File: config.mk
export PLATFORM = sky130hd
export DESIGN_NAME = cam_pixel_capture
export DESIGN_NICKNAME = d
export VERILOG_FILES = /design/src/rtl/cam_pkg.sv /design/src/rtl/cam_pix_pack.sv /design/src/rtl/cam_pixel_capture.sv
export SDC_FILE = /design/constraint.sdc
export NUM_CORES = 1
export LEC_CHECK = 0
export ABC_AREA = 1
export CELL_PAD_IN_SITES_DETAIL_PLACEMENT = 2
export CELL_PAD_IN_SITES_GLOBAL_PLACEMENT = 2
export CORE_ASPECT_RATIO = 1.1
export CORE_MARGIN = 2
export CORE_UTILIZATION = 30
export CTS_CLUSTER_DIAMETER = 100
export CTS_CLUSTER_SIZE = 28
export DETAILED_ROUTE_END_ITERATION = 16
export PLACE_DENSITY = 0.88
export SLEW_MARGIN = 25
export SYNTH_ARGS = -nofsm -noshare
export SYNTH_HDL_FRONTEND = slang
export SYNTH_SLANG_ARGS = --single-unit
File: constraint.sdc
create_clock -name i_pclk -period 1.4 [get_ports i_pclk]
set_clock_uncertainty 0.05 [all_clocks]
set_input_delay 0.42 -clock i_pclk [delete_from_list [all_inputs] [get_ports i_pclk]]
set_output_delay 0.42 -clock i_pclk [all_outputs]
set_load 0.03 [all_outputs]
File: src/rtl/cam_pkg.sv
// Shared types and constants for the camera pixel capture block.
package cam_pkg;

  typedef enum logic [1:0] {
    ST_IDLE       = 2'd0,
    ST_WAIT_FRAME = 2'd1,
    ST_ACTIVE     = 2'd2
  } cam_state_e;

  typedef enum logic {
    MODE_RGB565 = 1'b0,
    MODE_YUV_Y  = 1'b1
  } cam_mode_e;

  // Decimation must be a power of two so column/row "mod DECIM" is a mask.
  localparam int DECIM_MIN = 1;
  localparam int DECIM_MAX = 4;

  function automatic bit decim_legal(input int d);
    return (d == 1) || (d == 2) || (d == 4);
  endfunction

  typedef struct packed {
    logic [7:0] b1;
    logic [7:0] b2;
  } byte_pair_t;

endpackage

File: src/rtl/cam_pix_pack.sv
// Byte pair to 12-bit pixel: RGB565 -> RGB444, or YUV422 luma -> grey444.
module cam_pix_pack
  import cam_pkg::*;
(
  input  logic        mode,
  input  logic [7:0]  b1,
  input  logic [7:0]  b2,
  output logic [11:0] pix
);

  // Bits dropped when truncating each colour channel.
  logic unused_bits;
  assign unused_bits = ^{b1[3], b2[6:5], b2[0]};

  // Select the conversion for the frame's latched mode.
  always_comb begin
    pix = {b1[7:4], b1[2:0], b2[7], b2[4:1]};
    if (cam_mode_e'(mode) == MODE_YUV_Y) pix = {3{b1[7:4]}};
  end

endmodule

File: src/rtl/cam_pixel_capture.sv
// DVP camera capture: frames byte pairs from vsync/href into 12-bit BRAM writes,
// with optional decimation, line-length checking and overflow protection.
module cam_pixel_capture
  import cam_pkg::*;
#(
  parameter int H_ACTIVE = 640,
  parameter int V_ACTIVE = 480,
  parameter int DECIM    = 1,
  parameter int ADDR_W   = 19
) (
  input  logic              i_pclk,
  input  logic              i_rstn_pclk,
  input  logic              i_cam_done,
  input  logic              i_vsync,
  input  logic              i_href,
  input  logic [7:0]        i_D,
  input  logic              i_mode,
  output logic              o_wr,
  output logic [11:0]       o_pix_data,
  output logic [ADDR_W-1:0] o_pix_addr,
  output logic              o_frame_done,
  output logic [7:0]        o_frame_cnt,
  output logic              o_line_err,
  output logic              o_ovf
);

  localparam int NPIX   = (H_ACTIVE / DECIM) * (V_ACTIVE / DECIM);
  localparam int BCNT_W = $clog2(2 * H_ACTIVE + 1) + 1;
  localparam int COL_W  = $clog2(H_ACTIVE + 1) + 1;
  localparam int ROW_W  = $clog2(V_ACTIVE + 1) + 1;
  localparam int STAGES = 1;

  // Address carries one spare bit so the end-of-frame value is representable
  // even when NPIX is an exact power of two.
  localparam logic [ADDR_W:0]   ADDR_END   = (ADDR_W + 1)'(NPIX);
  localparam logic [BCNT_W-1:0] LINE_BYTES = BCNT_W'(2 * H_ACTIVE);
  localparam logic [COL_W-1:0]  COL_MASK   = COL_W'(DECIM - 1);
  localparam logic [ROW_W-1:0]  ROW_MASK   = ROW_W'(DECIM - 1);

  if (!decim_legal(DECIM)) begin : g_bad_decim
    $error("cam_pixel_capture: DECIM must be 1, 2 or 4");
  end
  if (ADDR_W < $clog2(NPIX)) begin : g_bad_addr_w
    $error("cam_pixel_capture: ADDR_W too small for the decimated frame");
  end

  cam_state_e        state_q, state_d;
  logic              vs_r, hr_r, vs_q, hr_q;
  logic [7:0]        d_r, b1_q;
  logic              enter_act, frame_end, act;
  logic              phase_q;
  logic [BCNT_W-1:0] bcnt_q;
  logic [COL_W-1:0]  col_q;
  logic [ROW_W-1:0]  row_q;
  cam_mode_e         mode_q;
  logic [STAGES:0]   vld_pipe;
  logic [11:0]       pack_pix, pix_q;
  logic [ADDR_W:0]   addr_q;
  logic              pix_ok;
  byte_pair_t        pair;

  wire vs_fall = vs_q & ~vs_r;
  wire vs_rise = vs_r & ~vs_q;

  assign act        = (state_q == ST_ACTIVE) && i_cam_done;
  assign pair       = {b1_q, d_r};
  assign pix_ok     = act && hr_r && phase_q &&
                      ((col_q & COL_MASK) == '0) && ((row_q & ROW_MASK) == '0);
  assign o_wr       = vld_pipe[STAGES];
  assign o_pix_addr = addr_q[ADDR_W-1:0];

  cam_pix_pack u_pack (
    .mode (mode_q),
    .b1   (pair.b1),
    .b2   (pair.b2),
    .pix  (pack_pix)
  );

  // Input stage plus one extra delay for sync edge detection.
  always_ff @(posedge i_pclk or negedge i_rstn_pclk) begin
    if (!i_rstn_pclk) begin
      vs_r <= 1'b0; hr_r <= 1'b0; d_r <= 8'h00;
      vs_q <= 1'b0; hr_q <= 1'b0;
    end else begin
      vs_r <= i_vsync; hr_r <= i_href; d_r <= i_D;
      vs_q <= vs_r;    hr_q <= hr_r;
    end
  end

  // Capture state register.
  always_ff @(posedge i_pclk or negedge i_rstn_pclk) begin
    if (!i_rstn_pclk) state_q <= ST_IDLE;
    else              state_q <= state_d;
  end

  // Next state; losing cam_done abandons everything, including a frame end.
  always_comb begin
    state_d   = state_q;
    enter_act = 1'b0;
    frame_end = 1'b0;
    case (state_q)
      ST_IDLE:       if (i_cam_done) state_d = ST_WAIT_FRAME;
      ST_WAIT_FRAME: if (vs_fall) begin state_d = ST_ACTIVE; enter_act = 1'b1; end
      ST_ACTIVE:     if (vs_rise) begin state_d = ST_WAIT_FRAME; frame_end = 1'b1; end
      default:       state_d = ST_IDLE;
    endcase
    if (!i_cam_done) begin
      state_d   = ST_IDLE;
      enter_act = 1'b0;
      frame_end = 1'b0;
    end
  end

  // Byte phase, column/row tracking and line-length checking. Line end is
  // processed even on the edge that closes the frame.
  always_ff @(posedge i_pclk or negedge i_rstn_pclk) begin
    if (!i_rstn_pclk) begin
      phase_q    <= 1'b0;
      bcnt_q     <= '0;
      col_q      <= '0;
      row_q      <= '0;
      b1_q       <= 8'h00;
      mode_q     <= MODE_RGB565;
      o_line_err <= 1'b0;
    end else if (enter_act) begin
      phase_q    <= 1'b0;
      bcnt_q     <= '0;
      col_q      <= '0;
      row_q      <= '0;
      mode_q     <= cam_mode_e'(i_mode);
      o_line_err <= 1'b0;
    end else if (act) begin
      if (hr_r) begin
        phase_q <= ~phase_q;
        if (bcnt_q != '1) bcnt_q <= bcnt_q + BCNT_W'(1);
        if (!phase_q) b1_q  <= d_r;
        else          col_q <= col_q + COL_W'(1);
      end else begin
        phase_q <= 1'b0;
        if (hr_q) begin
          row_q  <= row_q + ROW_W'(1);
          col_q  <= '0;
          bcnt_q <= '0;
          if (bcnt_q != LINE_BYTES || phase_q) o_line_err <= 1'b1;
        end
      end
    end
  end

  // Write pipeline: pixel stage, then the write strobe gated by frame capacity.
  always_ff @(posedge i_pclk or negedge i_rstn_pclk) begin
    if (!i_rstn_pclk) begin
      vld_pipe   <= '0;
      pix_q      <= 12'h000;
      o_pix_data <= 12'h000;
      addr_q     <= '0;
      o_ovf      <= 1'b0;
    end else begin
      vld_pipe[0]      <= pix_ok;
      vld_pipe[STAGES] <= vld_pipe[0] && (addr_q != ADDR_END) && i_cam_done;
      if (pix_ok)      pix_q      <= pack_pix;
      if (vld_pipe[0]) o_pix_data <= pix_q;
      if (enter_act) begin
        addr_q <= '0;
        o_ovf  <= 1'b0;
      end else begin
        if (o_wr) addr_q <= addr_q + (ADDR_W + 1)'(1);
        if (vld_pipe[0] && addr_q == ADDR_END) o_ovf <= 1'b1;
      end
    end
  end

  // End-of-frame pulse and completed-frame counter.
  always_ff @(posedge i_pclk or negedge i_rstn_pclk) begin
    if (!i_rstn_pclk) begin
      o_frame_done <= 1'b0;
      o_frame_cnt  <= 8'd0;
    end else begin
      o_frame_done <= frame_end;
      if (frame_end) o_frame_cnt <= o_frame_cnt + 8'd1;
    end
  end

endmodule

run_1/placement.png
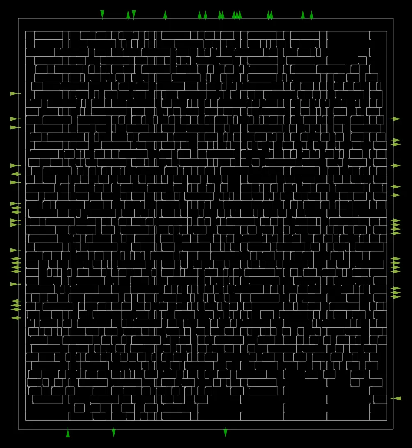
Core Box Area: 14500 um2
fillers: 1488

run_1/layer_met4.png
Bar = 20 um.
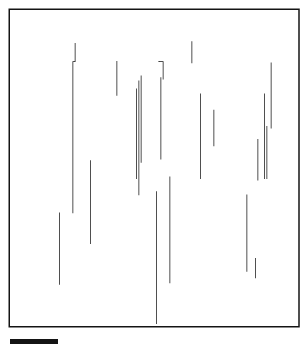
longest straight run: 63.1 um
share of all routed wire: 2.9%
nets with wire on the layer: 17
main direction: vertical
wire length on this layer: 615 um

run_1/wires.png
Bar = 20 um.
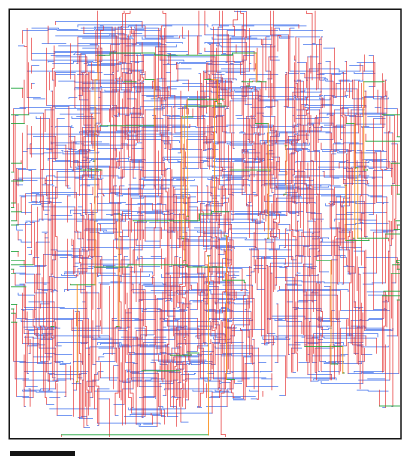
| color | layer | wire length |
|---|---|---|
| orange | metal 4 | 615 um |
| blue | metal 1 | 7940 um |
| green | metal 3 | 451 um |
| red | metal 2 | 12500 um |

run_1/logic_types.png
Bar = 20 um.
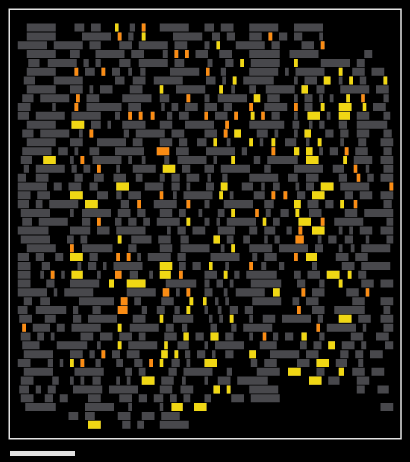
| color | family | cells |
|---|---|---|
| orange | inv cells | 64 |
| yellow | nor cells | 95 |

==> impl_metrics.env <==
# yosys + openroad results
export IMPL_status="finished, violations left"
export IMPL_violations="setup timing"
export IMPL_fin_setup_tns_ps=-5840
export IMPL_crit_required_ps=1610
export IMPL_grt_max_degree=46
export IMPL_met1_usage_pct=23.8
export IMPL_grt_usage_pct=22.9
export IMPL_vdd_drop_max_uv=855
export IMPL_nMultiInputCombCells=363
export IMPL_rsz0062_at_grt="yes"
export IMPL_finalSetupViolCount=76
export IMPL_combGateArea_um2=2490
export IMPL_async_flop_share_pct=100
export IMPL_inv_count=64
export IMPL_hp_class="in -> async"
export IMPL_rows=46
export IMPL_die_height_um=132
export IMPL_setup_ws_ps=-204
export IMPL_maxCapViolCount=0
export IMPL_vias=4471
export IMPL_drt_wirelength_per_cell_um=23.8
export IMPL_ys_cells=549
export IMPL_ys_sh_adder_pct=1.40
export IMPL_warnings=30
export IMPL_synth_area_um2=4460
export IMPL_yosys_area_um2=4460
export IMPL_root_buffer="clkbuf_16"
export IMPL_ys_seq_share_pct=51.6
export IMPL_hold_ws_ps=384
export IMPL_ant_nets=0
export IMPL_nNetsFinal=727
export IMPL_critPathCapture="bcnt_q[11]"
export IMPL_rr_worst_depth=8
export IMPL_synth_edff_count=0
export IMPL_tightest_slew_ps=533
export IMPL_r2r_start="bcnt_q[8]"
export IMPL_ys_flops=92
export IMPL_flops=92
export IMPL_ys_flop_type="dfrtp_1"
export IMPL_synthTopLogicFamily="simple AND/OR/NAND/NOR gates"
export IMPL_met3_usage_pct=2.51
export IMPL_comb_share_pct=33.4
export IMPL_drive_gt1_share_pct=51.8
export IMPL_top_area_share_pct=51.6
export IMPL_crit_fanout=5
==> run 1: critical path: stages, from the launching register on <==
cell,delay [ps]
dfrtp_1,390
buf_4,170
nand2_1,150
nor2_2,170
nand4_1,210
nand2_1,190
nor2_1,70
nand2_2,50
nand2_1,50
==> run 1: through the flow <==
step	total power, W	std cells	util, %	worst slack [ps]
after floorplan	0.00415	549	-	9.02
after global placement	0.00475	830	37.6	-634
after detailed placement	0.00488	830	37.6	-816
after CTS	0.00820	883	44.9	-132
after global routing	0.00925	905	51.3	-269
final	0.00893	905	51.3	-204
==> run 1: timing repair <==
| item | in CTS | in global routing |
|---|---|---|
| gates cloned | 0 | 4 |
| buffers inserted | 38 | 20 |
| endpoints found under the hold margin | 4 | 0 |
| pin swaps | 22 | 47 |
| gates resized | 135 | 205 |
| hold buffers | 1 | 0 |
| setup endpoints to repair | 100 | 94 |
==> run 1: state kept, by name, indices dropped and copies added (netlist names) <==
signal,cells
hr_q,1
vs_r,1
o_pix_data,12
addr_q,20
hr_r,1
o_frame_cnt,8
mode_q,1
phase_q,1
bcnt_q,12
vs_q,1
state_q,2
vld_pipe,2
o_line_err,1
o_ovf,1
o_frame_done,1
b1_q,7
pix_q,12
d_r,8
==> run 1: where the power goes <==
part / internal, W / switching (W) / leakage [nW]
clock network: 0.00176 / 0.00122 / 0.168
logic: 0.00104 / 0.00145 / 2.40
registers: 0.00303 / 0.000425 / 1.17
==> run 1: layout by cell type, fill, tap and decap left out, types with 15 or more instances in the layout <==
| cell type | instances |
|---|---|
| a21oi_1 | 20 |
| buf_4 | 85 |
| buf_6 | 68 |
| dfrtp_1 | 78 |
| inv_1 | 49 |
| nand2_1 | 85 |
| nand2_2 | 31 |
| nand2_4 | 35 |
| nor2_1 | 45 |
| nor2_4 | 24 |
| o21ai_2 | 15 |
Power and IR drop assume default switching activity.
